--- config.mk ---
export PLATFORM = sky130hd
export DESIGN_NAME = clock_divider_multi
export DESIGN_NICKNAME = d
export VERILOG_FILES = /design/src/rtl/clock_divider_multi.sv
export SDC_FILE = /design/constraint.sdc
export NUM_CORES = 1
export LEC_CHECK = 0
export CAP_MARGIN = 20
export CORE_UTILIZATION = 55
export CTS_BUF_LIST = sky130_fd_sc_hd__clkbuf_8
export CTS_CLUSTER_DIAMETER = 80
export CTS_CLUSTER_SIZE = 10
export DETAILED_ROUTE_END_ITERATION = 12
export GPL_TIMING_DRIVEN = 0
export PLACE_DENSITY = 0.72
export SYNTH_ARGS = -nofsm -noshare
export SYNTH_HDL_FRONTEND = slang
export SYNTH_SLANG_ARGS = --single-unit
--- constraint.sdc ---
create_clock -name in_clk -period 14.3 [get_ports in_clk]
set_input_delay 1.43 -clock in_clk [delete_from_list [all_inputs] [get_ports in_clk]]
set_output_delay 1.43 -clock in_clk [all_outputs]
set_load 0.01 [all_outputs]
--- src/rtl/clock_divider_multi.sv ---
// Multi-channel programmable clock divider: NUM_CH divided clocks and tick strobes
// from one source clock, with per-channel divisors updated through a valid/ready port.
module clock_divider_multi #(
  parameter  int NUM_CH  = 4,
  parameter  int DIV_W   = 16,
  parameter  int DEF_DIV = 2,
  localparam int CH_W    = (NUM_CH > 1) ? $clog2(NUM_CH) : 1
) (
  input  logic              in_clk,
  input  logic              rst_n,
  input  logic [NUM_CH-1:0] ch_en,
  input  logic              sync_restart,
  input  logic              cfg_valid,
  output logic              cfg_ready,
  input  logic [CH_W-1:0]   cfg_ch,
  input  logic [DIV_W-1:0]  cfg_div,
  output logic [NUM_CH-1:0] out_clk,
  output logic [NUM_CH-1:0] tick
);

  logic [DIV_W-1:0]  r_cnt     [NUM_CH];
  logic [DIV_W-1:0]  r_div_act [NUM_CH];
  logic [DIV_W-1:0]  r_div_shd [NUM_CH];
  logic [NUM_CH-1:0] r_pending;
  logic [NUM_CH-1:0] r_out_clk;
  logic [NUM_CH-1:0] r_tick;

  logic [NUM_CH-1:0] w_accept;
  logic [NUM_CH-1:0] w_run;
  logic [NUM_CH-1:0] w_wrap;

  // Out-of-range channel numbers match no channel, so they stay ready and are dropped.
  always_comb begin
    cfg_ready = rst_n;
    for (int i = 0; i < NUM_CH; i++) begin
      if (cfg_ch == CH_W'(i) && r_pending[i]) cfg_ready = 1'b0;
    end
  end

  always_comb begin
    w_accept = '0;
    w_run    = '0;
    w_wrap   = '0;
    for (int i = 0; i < NUM_CH; i++) begin
      w_accept[i] = cfg_valid && cfg_ready && (cfg_ch == CH_W'(i));
      w_run[i]    = ch_en[i] && (r_div_act[i] != '0);
      // Compare with >= so a divisor lowered while the channel was idle still wraps.
      w_wrap[i]   = w_run[i] && (r_cnt[i] >= r_div_act[i] - DIV_W'(1));
    end
  end

  // NOTE: the per-channel arrays are small control registers, so they are reset
  // explicitly rather than treated as uninitialised storage.
  always_ff @(posedge in_clk) begin
    if (!rst_n) begin
      for (int i = 0; i < NUM_CH; i++) begin
        r_cnt[i]     <= '0;
        r_div_act[i] <= DIV_W'(DEF_DIV);
        r_div_shd[i] <= DIV_W'(DEF_DIV);
      end
      r_pending <= '0;
      r_out_clk <= '0;
      r_tick    <= '0;
    end else if (sync_restart) begin
      r_pending <= '0;
      r_out_clk <= '0;
      r_tick    <= '0;
      for (int i = 0; i < NUM_CH; i++) begin
        r_cnt[i] <= '0;
        if (w_accept[i]) begin
          r_div_act[i] <= cfg_div;
          r_div_shd[i] <= cfg_div;
        end else if (r_pending[i]) begin
          r_div_act[i] <= r_div_shd[i];
        end
      end
    end else begin
      for (int i = 0; i < NUM_CH; i++) begin
        r_tick[i] <= 1'b0;
        if (w_wrap[i]) begin
          r_cnt[i]     <= '0;
          r_tick[i]    <= 1'b1;
          r_out_clk[i] <= ~r_out_clk[i];
        end else if (w_run[i]) begin
          r_cnt[i] <= r_cnt[i] + DIV_W'(1);
        end
        if (r_pending[i] && (w_wrap[i] || !ch_en[i] || r_div_act[i] == '0)) begin
          r_div_act[i] <= r_div_shd[i];
          r_pending[i] <= 1'b0;
        end
        // NOTE: non-blocking, so this later assignment wins when an apply and a new
        // accept land in the same cycle; the fresh value stays pending.
        if (w_accept[i]) begin
          r_div_shd[i] <= cfg_div;
          r_pending[i] <= 1'b1;
        end
      end
    end
  end

  assign out_clk = r_out_clk;
  assign tick    = r_tick;

endmodule

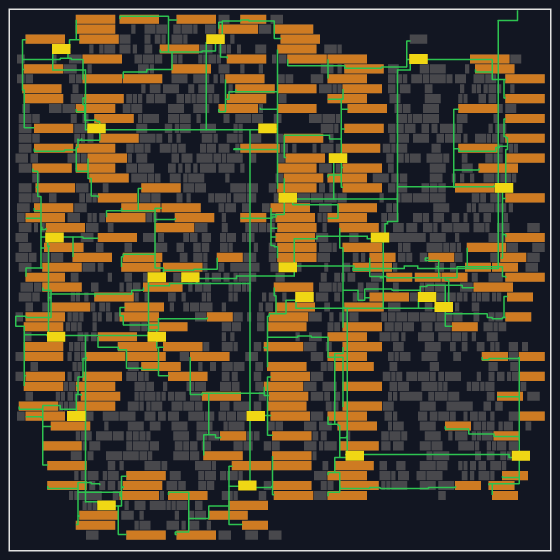
(clock wires, drivers and flops)
- orange: flip-flops (count 204)
- green: clock wires (length 2,540 um)
- yellow: clock-net drivers (count 24)
- flops lie: spread over the die
- routed clock nets: 25

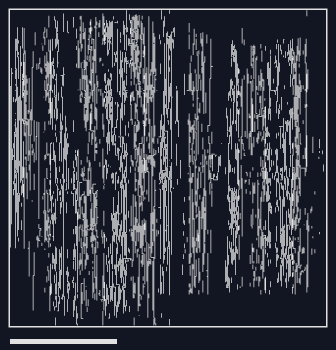
(metal 2)
The bar under the picture is 50 um long.
- main direction: vertical
- wire length on this layer: 11,400 um
- nets with wire on the layer: 1,012
- longest straight run: 75.5 um
- share of all routed wire: 47%

==> results.py <==
# Metrics from the implementation run
metrics = {
    "power": {
        "powerSeq_uw": 695,
        "power_leakage_uw": 0.004833,
        "p_clk_uw": 366,
        "pg_comb_uw": 118,
        "ir_worst_vdd_mv": 0.07061,
        "p_sw_frac": 0.2516,
        "p_comb_frac": 0.100,
        "power_density_mw_per_mm2": 91.85,
    },
    "routing": {
        "drc": 0,
        "wl_per_cell_um": 16.91,
        "dr.pass1.iters": 5,
        "vias_per_cell": 5.691,
    },
    "final_timing": {
        "relSlewSlack": 0.4312,
        "fmax_mhz": 205.3,
        "finalCritPeriodShare": 0.3406,
        "worst_pin_slew_ns": 0.8317,
        "rsz0062_at_grt": "no",
        "finalSetupViolCount": 0,
        "finalCriticalPeriod_ns": 4.871,
    },
    "synthesis": {
        "ys.flop_type": "edfxtp_1",
        "synth.distinct_cells": 61,
        "ys_sh_mux": 0.04287,
        "postSynthSeqShare": 0.4982,
        "synth.avg_cell_area_um2": 10.73,
        "topCellsByArea": "edfxtp_1, ha_1, dfxtp_1",
        "synth_flops": 204,
        "logic_family": "simple AND/OR/NAND/NOR gates",
        "aoi_share": 0.09202,
        "yosys.area_share.adder": 0.07678,
        "edf_count": 176,
    },
    "worst_hold_path": {
        "hold_path.class": "reg -> reg",
    },
    "cts": {
        "cts_tree": "yes",
        "clkTransAtPathRegs_ns": 0.07,
        "cts_buffer_depth": 3,
        "cts_root_buffer": "clkbuf_8",
        "clk_latency_ns": 0.56,
    },
    "grt": {
        "grt_pass1_wl_um": 39760,
        "gr-usage-met1": 0.3240,
        "grt-busiest-layer": "met2",
        "met3_usage": 0.02883,
        "antenna_found_initial": 0,
        "gr-usage-met2": 0.3815,
    },
    "die": {
        "die_x_um": 148.1,
        "fp_util": 0.5599,
        "die_h_um": 148.1,
        "fp-row-count": 53,
    },
    "worst_setup_path": {
        "crit_start": "cfg_ch[0]",
        "worst-path-buf-inv": 2,
        "crit_family": "buffers and inverters",
        "endpoint": "cfg_ready",
        "worst-path-stages": 4,
        "r2r-start": "r_div_act[0][0]",
        "r2r_slack_ns": 9.73,
        "worstPathCellList": "clkdlybuf4s50_1 > mux4_2 > nor2_1 > clkdlybuf4s50_1",
        "max_stage_delay_ns": 0.63,
    },
    "layout": {
        "fill_cells": 1779,
        "reg_top3": "r_cnt (64), r_div_act (64), r_div_shd (64)",
        "diodes": 0,
    },
    "flow_run": {
        "warning_count": 26,
    },
    "run_status": {
        "status": "completed",
    },
    "placed_design": {
        "gp_congestion": 0.8394,
        "port_buffers": 34,
    },
}
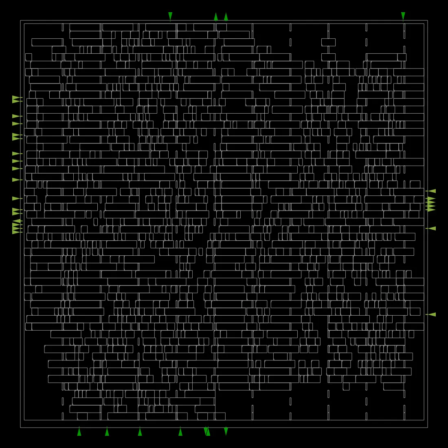
(placed standard cells)
Seq area share: 0.4553
Util after Layout: 0.6127
Core ar.: 0.02096 mm2
TAP cells: 275

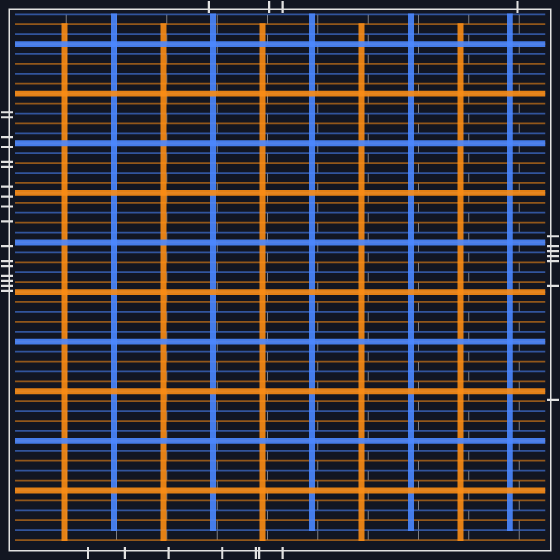
(supply network)
Pins as bars on the die edge. Tap cells in grey.
- orange: VSS
- blue: VDD
- met4 straps: 10
- met5 straps: 10

cells in the mapped netlist (all sizes together), types with 3 or more instances:
| cell type | number |
|---|---|
| nand2b | 15 |
| or4 | 7 |
| nand4 | 21 |
| and4 | 8 |
| nor4b | 5 |
| o21a | 10 |
| nor2b | 9 |
| a221o | 3 |
| nor3 | 20 |
| inv | 29 |
| a211oi | 6 |
| ha | 72 |
| or3 | 14 |
| dfxtp | 28 |
| a21o | 8 |
| and3 | 13 |
| a211o | 7 |
| and2 | 71 |
| a21oi | 53 |
| xor2 | 49 |
| nor4 | 16 |
| o21bai | 3 |
| buf | 12 |
| o31a | 4 |
| nand2 | 95 |
| clkbuf | 23 |
| mux2i | 48 |
| nor2 | 109 |
| o21ai | 32 |
| a2111oi | 3 |
| nand3b | 3 |
| nand3 | 31 |
| o31ai | 5 |
| a31oi | 6 |
| xnor2 | 51 |
| edfxtp | 176 |
metrics by stage:
step	setup slack [ns]	total power [uW]	std cells	hold slack [ns]	instance area, um2
6_report	9.429	1179	1445	0.5065	12840
5_1_grt	9.235	1227	1445	0.5383	12840
4_1_cts	9.469	1188	1445	0.5065	12840
3_5_place_dp	9.486	826.1	1405	0.4963	12430
3_3_place_gp	8.877	820.7	1403	0.4809	12420
2_1_floorplan	9.597	780.2	1094	0.4624	11730
layer usage:
metal | share of wire | vias to the layer above
met5 | 0 | -
met4 | 0.017 | 0
met1 | 0.46 | 3867
met3 | 0.053 | 27
li1 | - | 4117
met2 | 0.47 | 212
cell type report:
class,count,area (um2),share of cell area
buffer,35,157.7,0.01228
clock buffer,25,344.1,0.02680
clock inverter,15,62.56,0.004872
inverter,29,108.9,0.008478
multi-input combinational,826,5622,0.4378
sequential,204,5846,0.4553
tap,275,344.1,0.02680
timing repair buffer,36,355.3,0.02767
No activity file was given, so power comes from the tool's default toggle rates.
